## src/rtl/store_buffer_pkg.sv

```systemverilog
// Shared constants for the store buffer: drain FSM state encodings and
// default geometry (entries, address width, data width).
package store_buffer_pkg;

    localparam logic [0:0] SB_IDLE = 1'b0;
    localparam logic [0:0] SB_REQ  = 1'b1;

    localparam int SB_DEPTH = 4;
    localparam int SB_AW    = 32;
    localparam int SB_DW    = 32;

endpackage

```

## src/rtl/sb_fifo_core.sv

```systemverilog
// Circular storage for pending stores: address/data arrays, head and tail
// pointers, occupancy count and per-entry valid bits. Push is refused when
// full and pop is refused when empty, so callers may present raw strobes.
module sb_fifo_core
    import store_buffer_pkg::*;
#(
    parameter  int DEPTH = SB_DEPTH,
    parameter  int AW    = SB_AW,
    parameter  int DW    = SB_DW,
    localparam int PW    = $clog2(DEPTH),
    localparam int CW    = $clog2(DEPTH + 1)
) (
    input  logic                clk,
    input  logic                reset,
    input  logic                push_i,
    input  logic [AW-1:0]       pushAdr_i,
    input  logic [DW-1:0]       pushData_i,
    input  logic                pop_i,
    output logic [AW-1:0]       headAdr_o,
    output logic [DW-1:0]       headData_o,
    output logic [PW-1:0]       headPtr_o,
    output logic [CW-1:0]       count_o,
    output logic [CW-1:0]       countNext_o,
    output logic                full_o,
    output logic                empty_o,
    output logic [DEPTH*AW-1:0] entryAdr_o,
    output logic [DEPTH*DW-1:0] entryData_o,
    output logic [DEPTH-1:0]    entryValid_o
);

    logic [AW-1:0]    adrMem_q  [DEPTH];
    logic [DW-1:0]    dataMem_q [DEPTH];
    logic [PW-1:0]    head_q, head_d;
    logic [PW-1:0]    tail_q, tail_d;
    logic [CW-1:0]    count_q, count_d;
    logic [DEPTH-1:0] valid_q, valid_d;
    logic             pushEn;
    logic             popEn;

    assign full_o  = (count_q == CW'(DEPTH));
    assign empty_o = (count_q == '0);
    assign pushEn  = push_i & ~full_o;
    assign popEn   = pop_i & ~empty_o;

    // Next pointers, valid bits and count; push and pop never touch the same slot
    always_comb begin
        head_d  = head_q;
        tail_d  = tail_q;
        valid_d = valid_q;
        count_d = count_q + CW'(pushEn) - CW'(popEn);
        if (popEn) begin
            valid_d[head_q] = 1'b0;
            head_d          = head_q + PW'(1);
        end
        if (pushEn) begin
            valid_d[tail_q] = 1'b1;
            tail_d          = tail_q + PW'(1);
        end
    end

    // Bookkeeping registers; reset discards every pending entry
    always_ff @(posedge clk) begin
        if (reset) begin
            head_q  <= '0;
            tail_q  <= '0;
            count_q <= '0;
            valid_q <= '0;
        end else begin
            head_q  <= head_d;
            tail_q  <= tail_d;
            count_q <= count_d;
            valid_q <= valid_d;
        end
    end

    // Payload storage needs no reset because valid bits gate every use
    always_ff @(posedge clk) begin
        if (pushEn) begin
            adrMem_q[tail_q]  <= pushAdr_i;
            dataMem_q[tail_q] <= pushData_i;
        end
    end

    assign headAdr_o    = adrMem_q[head_q];
    assign headData_o   = dataMem_q[head_q];
    assign headPtr_o    = head_q;
    assign count_o      = count_q;
    assign countNext_o  = count_d;
    assign entryValid_o = valid_q;

    for (genvar g = 0; g < DEPTH; g++) begin : gPack
        assign entryAdr_o[g*AW +: AW]  = adrMem_q[g];
        assign entryData_o[g*DW +: DW] = dataMem_q[g];
    end

endmodule

```

## src/rtl/store_buffer.sv

```systemverilog
// Posted-write buffer between the core store port and a slow data memory.
// Stores are accepted one per cycle, drained in order over a req/ack
// handshake, and the youngest pending store forwards to same-address loads.
module store_buffer
    import store_buffer_pkg::*;
#(
    parameter  int DEPTH = SB_DEPTH,
    parameter  int AW    = SB_AW,
    parameter  int DW    = SB_DW,
    localparam int PW    = $clog2(DEPTH),
    localparam int CW    = $clog2(DEPTH + 1)
) (
    input  logic          clk,
    input  logic          reset,
    input  logic          memwrite,
    input  logic [AW-1:0] dataadr,
    input  logic [DW-1:0] writedata,
    output logic          stall,
    input  logic          rd_en,
    input  logic [AW-1:0] rd_adr,
    output logic          fwd_hit,
    output logic [DW-1:0] fwd_data,
    output logic          mem_req,
    output logic [AW-1:0] mem_adr,
    output logic [DW-1:0] mem_wdata,
    input  logic          mem_ack,
    output logic          empty,
    output logic [CW-1:0] count
);

    logic [AW-1:0]       headAdr;
    logic [DW-1:0]       headData;
    logic [PW-1:0]       headPtr;
    logic [CW-1:0]       countNext;
    logic                full;
    logic [DEPTH*AW-1:0] entryAdrFlat;
    logic [DEPTH*DW-1:0] entryDataFlat;
    logic [DEPTH-1:0]    entryValid;
    logic [AW-1:0]       entryAdr  [DEPTH];
    logic [DW-1:0]       entryData [DEPTH];
    logic [0:0]          state_q, state_d;
    logic                pop;
    logic                matchHit;
    logic [DW-1:0]       matchData;
    logic [PW-1:0]       fwdIdx;

    sb_fifo_core #(
        .DEPTH (DEPTH),
        .AW    (AW),
        .DW    (DW)
    ) uFifo (
        .clk          (clk),
        .reset        (reset),
        .push_i       (memwrite),
        .pushAdr_i    (dataadr),
        .pushData_i   (writedata),
        .pop_i        (pop),
        .headAdr_o    (headAdr),
        .headData_o   (headData),
        .headPtr_o    (headPtr),
        .count_o      (count),
        .countNext_o  (countNext),
        .full_o       (full),
        .empty_o      (empty),
        .entryAdr_o   (entryAdrFlat),
        .entryData_o  (entryDataFlat),
        .entryValid_o (entryValid)
    );

    for (genvar g = 0; g < DEPTH; g++) begin : gUnpack
        assign entryAdr[g]  = entryAdrFlat[g*AW +: AW];
        assign entryData[g] = entryDataFlat[g*DW +: DW];
    end

    // A full buffer refuses the store even if the head drains this cycle
    assign stall = memwrite & full;

    assign mem_req   = (state_q == SB_REQ);
    assign pop       = mem_req & mem_ack;
    assign mem_adr   = mem_req ? headAdr  : '0;
    assign mem_wdata = mem_req ? headData : '0;

    // Drain FSM: request whenever the buffer will hold work after this edge
    always_comb begin
        state_d = state_q;
        case (state_q)
            SB_IDLE: begin
                if (countNext != '0) state_d = SB_REQ;
            end
            SB_REQ: begin
                if (mem_ack) state_d = (countNext != '0) ? SB_REQ : SB_IDLE;
            end
            default: state_d = SB_IDLE;
        endcase
    end

    // Drain state register; reset abandons any outstanding request
    always_ff @(posedge clk) begin
        if (reset) state_q <= SB_IDLE;
        else       state_q <= state_d;
    end

    // Walk entries oldest to youngest so the last match is the youngest store
    always_comb begin
        matchHit  = 1'b0;
        matchData = '0;
        fwdIdx    = '0;
        for (int k = 0; k < DEPTH; k++) begin
            fwdIdx = headPtr + PW'(k);
            if (entryValid[fwdIdx] && (entryAdr[fwdIdx] == rd_adr)) begin
                matchHit  = 1'b1;
                matchData = entryData[fwdIdx];
            end
        end
    end

    assign fwd_hit  = rd_en & matchHit;
    assign fwd_data = fwd_hit ? matchData : '0;

endmodule
```

## config.mk

```make
export PLATFORM = sky130hd
export DESIGN_NAME = store_buffer
export DESIGN_NICKNAME = d
export VERILOG_FILES = /design/src/rtl/store_buffer_pkg.sv /design/src/rtl/sb_fifo_core.sv /design/src/rtl/store_buffer.sv
export SDC_FILE = /design/constraint.sdc
export NUM_CORES = 1
export LEC_CHECK = 0
export CAP_MARGIN = 10
export CORE_ASPECT_RATIO = 1.75
export CORE_MARGIN = 1
export CORE_UTILIZATION = 49
export DETAILED_ROUTE_END_ITERATION = 6
export PLACE_DENSITY = 0.7
export SLEW_MARGIN = 20
export SYNTH_ARGS = -nofsm -noshare
export SYNTH_HDL_FRONTEND = slang
export SYNTH_HIERARCHICAL = 1
export SYNTH_SLANG_ARGS = --single-unit
```

## constraint.sdc

```tcl
create_clock -name clk -period 5.15 [get_ports clk]
set_input_delay 1.03 -clock clk [delete_from_list [all_inputs] [get_ports clk]]
set_output_delay 1.03 -clock clk [all_outputs]
set_load 0.01 [all_outputs]
```

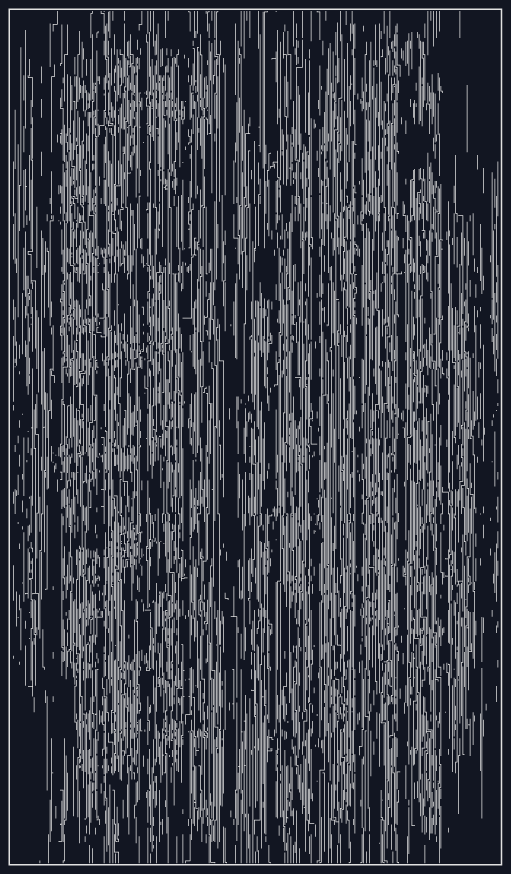
Run 1: signal wires on met2
main direction = vertical
nets with wire on the layer = 1859
met2 global-route usage: 0.5990
total number of vias: 16204
Routed WL: 68.34 mm

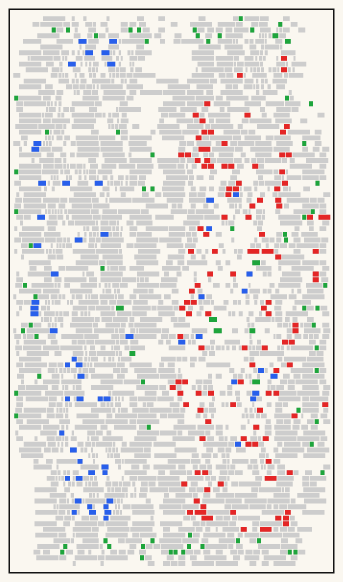
Run 1: logic cells by family
blue -> non-inverting ao/oa cells  # cells 59, where spread over the die
green -> and/or cells  # cells 78, where spread over the die
red -> xor and xnor cells  # cells 116
fin cells: 2562
multi-input combinational area share: 0.4479
Top cell excl fill/tap: edfxtp_1

==> run summary, run 1 <==
run results: outcome finished, violations left, failing checks negative setup slack, worst setup margin -0.05065 ns, Fin Hold WS 0.5318 ns, Die Wd approximately 150 microns, max_cap viols 0, leading area contributor after synthesis edfxtp_1, overall power 8233 uW, Rows 97, CTS Hold Bufs 0, Tmin final 5.201 ns, met1 WL 23.64 mm, Max Slew Vio Count 0, cts bufs inserted 28, CTS clk-pin slew, worst paths about 0.060 ns, most common cell in the synthesized netlist edfxtp_1, flip-flops with a built-in enable 256, most numerous cell on the critical path buf_12, Setup-failing EPs final 6, WL per Instance 26.67 microns, count of final hold-check violations 0, Sink Count 270, FP Util 0.4982, vias in the first global route 16641, final setup TNS -0.1649 ns, Mean Syn Cell Area about 12 sq um
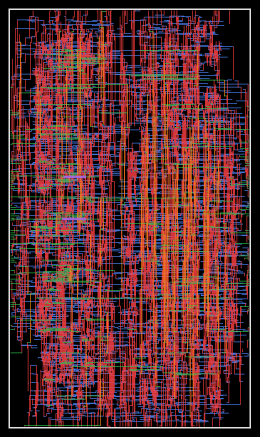
Run 1: routed metal, one colour a layer
green -> metal 3  # wire length 3550 microns
purple -> metal 5  # wire length 26.7 microns
orange -> metal 4  # wire length 4790 microns
red -> metal 2  # wire length 36.3 mm
blue -> metal 1  # wire length 23.6 mm

[run 1: power breakdown]
group	leakage (uW)	internal, uW	total (uW)	switching, uW
Combinational	0.00546	1620	3370	1750
Sequential	0.00246	2660	2910	246
Clock	0.000422	1050	1950	893
[run 1: cells by family (layout without fill, tap and decap cells)]
kind of cell / after synthesis / count (layout)
and+or+nand+nor: 371 / 371
xor gates and xnor gates: 116 / 116
DFF: 270 / 270
muxes: 384 / 384
adders and majority gates: 11 / 11
AOI/OAI and AO/OA: 338 / 338
buffers and inverters: 200 / 527
other: 0 / 1
[run 1: worst max-delay path by stage]
| stage | start | end | slack, ns | cells past startpoint |
|---|---|---|---|---|
| final | uFifo/headPtr_o[0]$_SDFFE_PP0N_ | fwd_data[12] | -0.05 | 16 |
| after global routing | uFifo/headPtr_o[0]$_SDFFE_PP0N_ | fwd_data[24] | -0.14 | 16 |
| after CTS | uFifo/headPtr_o[0]$_SDFFE_PP0N_ | fwd_data[12] | -0.11 | 15 |
| after detailed placement | rd_adr[25] | fwd_data[28] | -0.40 | 11 |
| after global placement | rd_adr[25] | fwd_data[28] | -0.46 | 11 |
| after floorplan | rd_adr[17] | fwd_data[10] | 0.77 | 11 |
[run 1: final cells by class]
| type | instances | area, sq um | share of cell area |
|---|---|---|---|
| multi-input combinational | 1220 | 11420 | 0.4479 |
| sequential | 270 | 7984 | 0.3130 |
| timing repair buffer | 449 | 4436 | 0.1739 |
| clock buffer | 31 | 711.9 | 0.02791 |
| tap | 544 | 680.7 | 0.02669 |
| clock inverter | 21 | 158.9 | 0.006230 |
| inverter | 26 | 107.6 | 0.004219 |
| antenna | 1 | 2.502 | 0.00009812 |
## Run 2: what changed since run 1
--- a/config.mk
+++ b/config.mk
@@ -11,7 +11,6 @@
 export CORE_UTILIZATION = 49
 export DETAILED_ROUTE_END_ITERATION = 6
 export PLACE_DENSITY = 0.7
-export SLEW_MARGIN = 20
 export SYNTH_ARGS = -nofsm -noshare
 export SYNTH_HDL_FRONTEND = slang
 export SYNTH_HIERARCHICAL = 1
==> run summary, run 2 <==
run results: CTS Hold Bufs 0 (unchanged), Mean Syn Cell Area 11.84 sq um (unchanged), fin cells 2562 (unchanged), Clock power frac 0.237 (about the same), Reg area 0.007984 sq mm (unchanged), Setup-failing EPs final 6 (unchanged), outcome finished, violations left, Rows 97 (unchanged), final setup TNS -0.1649 ns (unchanged), flip-flops with a built-in enable 256 (unchanged), worst setup margin -0.05065 ns (unchanged), Fin Hold WS 0.5318 ns (unchanged), cts bufs inserted 28 (unchanged), vias in the first global route 16641 (unchanged), failing checks negative setup slack, P_sw 2890 uW (unchanged), Tmin final 5.201 ns (unchanged), Sink Count 270 (unchanged), Comb area 0.01142 sq mm (unchanged), met2 global-route usage 0.5990 (unchanged), Logic pwr share 0.410 (about the same), met1 WL 23.64 mm (unchanged), WL per Instance 26.67 microns (unchanged), leading area contributor after synthesis edfxtp_1
-- run 2: cell counts in the layout (fill, tap and decap cells not counted) --
No cell type changed its count.
-- run 2: power groups by stage --
stage | Sequential, uW | Combinational (uW) | Clock (uW)
detailed placement | 2970 | 3160 | 0
finish | 2910 | 3370 | 1950
CTS | 2910 | 3310 | 1980
global placement | 2940 | 3140 | 0
global route | 2940 | 3550 | 2060
floorplan | 2830 | 1920 | 0
-- run 2: final timing paths --
path / startpoint / cells after the start / to
worst max-delay path: uFifo/headPtr_o[0]$_SDFFE_PP0N_ / 16 / fwd_data[12]
worst min-delay path: uFifo/tail_q[1]$_SDFFE_PP0N_ / 2 / uFifo/tail_q[1]$_SDFFE_PP0N_
worst max register to register: mem_req$_SDFF_PP0_ / 13 / mem_req$_SDFF_PP0_
worst min register to register: uFifo/tail_q[1]$_SDFFE_PP0N_ / 2 / uFifo/tail_q[1]$_SDFFE_PP0N_
-- run 2: final cells by class --
| cell class | count | share of cell area |
|---|---|---|
| repair buffers | 449 | 0.1739 |
| diodes | 1 | 0.00009812 |
| clock buffers | 31 | 0.02791 |
| flip-flops and latches | 270 | 0.3130 |
| inverters | 26 | 0.004219 |
| multi-input cells | 1220 | 0.4479 |
| well taps | 544 | 0.02669 |
| clock inverters | 21 | 0.006230 |
-- run 2: critical path, stage by stage (launching register included) --
cell	delay (ns)
dfxtp_4	0.36
buf_12	0.14
buf_4	0.13
buf_8	0.12
mux4_2	0.52
xnor2_2	0.17
o2111ai_2	0.19
or4_4	0.54
nor4_4	0.22
a32o_2	0.23
buf_12	0.13
buf_12	0.13
buf_12	0.12
buf_4	0.11
a2111oi_2	0.04
o2111a_1	0.27
buf_2	0.14
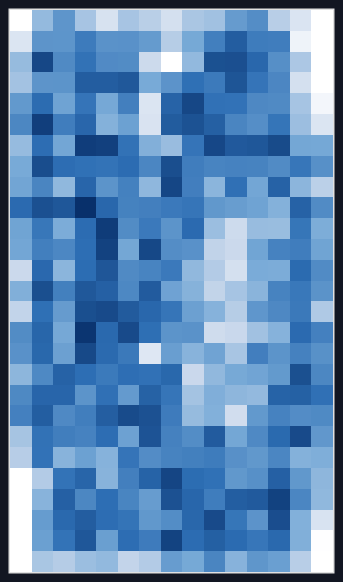
Run 2: placement density heat map
The die is cut into 15 by 27 equal tiles; white is low, dark blue is high, 0 to 100% covered.
nearly empty tiles = 3.2%
fullest tile = 100%
mean over tiles = 60%

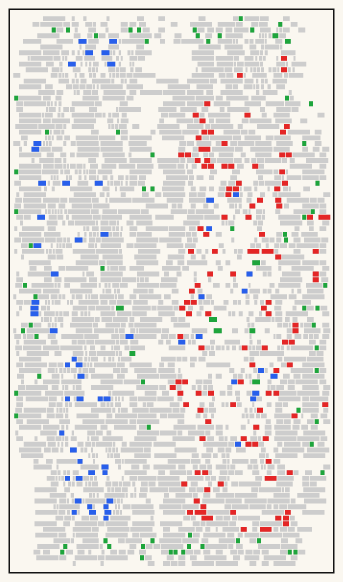
Run 2: logic cells by family
blue -> non-inverting ao/oa cells  # cells 59, where spread over the die
green -> and/or cells  # cells 78, where spread over the die
red -> xor and xnor cells  # cells 116

## Run 3: what changed since run 2
--- a/config.mk
+++ b/config.mk
@@ -9,6 +9,7 @@
 export CORE_ASPECT_RATIO = 1.75
 export CORE_MARGIN = 1
 export CORE_UTILIZATION = 49
+export CTS_CLUSTER_SIZE = 16
 export DETAILED_ROUTE_END_ITERATION = 6
 export PLACE_DENSITY = 0.7
 export SYNTH_ARGS = -nofsm -noshare
==> run summary, run 3 <==
run results: Critical Path Max Stage Delay 0.54 ns (about the same), cts bufs inserted 28 (unchanged), failing checks negative setup slack, inverter count 26 (unchanged), Reg area 0.007984 sq mm (unchanged), vias in the first global route 16641 (unchanged), fin cells 2562 (unchanged), final setup TNS -0.1649 ns (unchanged), Setup-failing EPs final 6 (unchanged), number of clock buffers in the layout 31 (unchanged), tapcell count 544 (unchanged), multi-input combinational area share 0.4479 (unchanged), Mean Syn Cell Area 11.84 sq um (unchanged), worst setup margin -0.05065 ns (unchanged), critical path's top delay family buffers and inverters, WP buf/inv 8 (unchanged), outcome finished, violations left, Non-CTS buffers 449 (unchanged), CTS Hold Bufs 0 (unchanged), Clock-cell share 0.03414 (unchanged), NonClk Buf Share 0.1739 (unchanged)
run 3: cell counts after synthesis:
No cell type changed its count.
run 3: power by group:
part           internal, uW  switching, uW
clock network          1050            893
logic                  1620           1750
registers              2660            246
run 3: cells by family (layout without fill, tap and decap cells):
family                     Yosys count  after routing  synth area share
adders and majority gates           11             11          0.007252
and+or+nand+nor                    371            371           0.09171
DFF                                270            270            0.3981
AOI/OAI and AO/OA                  338            338            0.1317
xor gates and xnor gates           116            116           0.05076
other                                0              1                 0
muxes                              384            384            0.2678
buffers and inverters              200            527           0.05270
run 3: metal layers:
metal	wire, microns	vias up	global-route usage
li1	-	7222	-
met4	4793	4	0.2108
met3	3550	215	0.03761
met1	23640	8019	0.3542
met5	26	-	0
met2	36320	744	0.5990
run 3: through the flow:
| stage | total power, uW | utilization | area (sq um) | hold WS (ns) |
|---|---|---|---|---|
| after global routing | 8560 | 0.6349 | 25500 | 0.5488 |
| after CTS | 8197 | 0.6244 | 25080 | 0.5430 |
| after detailed placement | 6127 | 0.5873 | 23590 | 0.5309 |
| final | 8233 | 0.6349 | 25500 | 0.5318 |
| after global placement | 6085 | 0.5873 | 23590 | 0.4965 |
| after floorplan | 4745 | - | 20010 | 0.4764 |
run 3: path summary, 6_finish.rpt:
| kind | from | end | slack (ns) | cells past startpoint |
|---|---|---|---|---|
| hold / removal | uFifo/tail_q[1]$_SDFFE_PP0N_ | uFifo/tail_q[1]$_SDFFE_PP0N_ | 0.53 | 2 |
| setup reg to reg | mem_req$_SDFF_PP0_ | mem_req$_SDFF_PP0_ | 1.94 | 13 |
| hold reg to reg | uFifo/tail_q[1]$_SDFFE_PP0N_ | uFifo/tail_q[1]$_SDFFE_PP0N_ | 0.53 | 2 |
| setup / recovery | uFifo/headPtr_o[0]$_SDFFE_PP0N_ | fwd_data[12] | -0.05 | 16 |
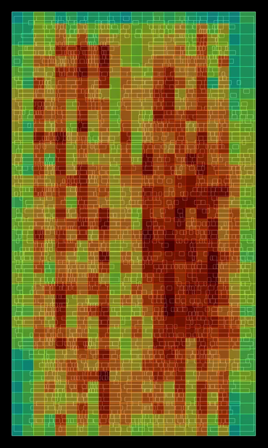
Run 3: routing congestion
GRT met3 Usage: 0.03761
GR Util met1: 0.3542
global-route usage over all layers: 0.3276

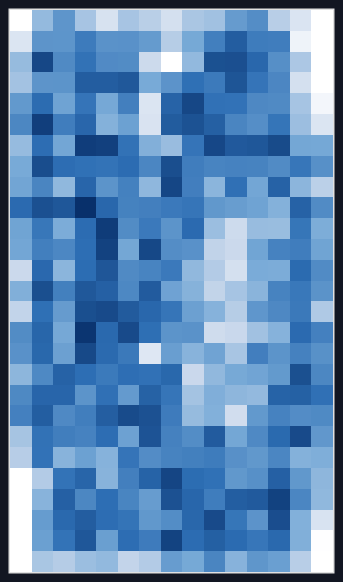
Run 3: placement density heat map
The die is cut into 15 by 27 equal tiles; white is low, dark blue is high, 0 to 100% covered.
fullest tile = 100%
tiles over 75% full = 26%
mean over tiles = 60%
nearly empty tiles = 3.2%

Power and IR drop assume default switching activity.
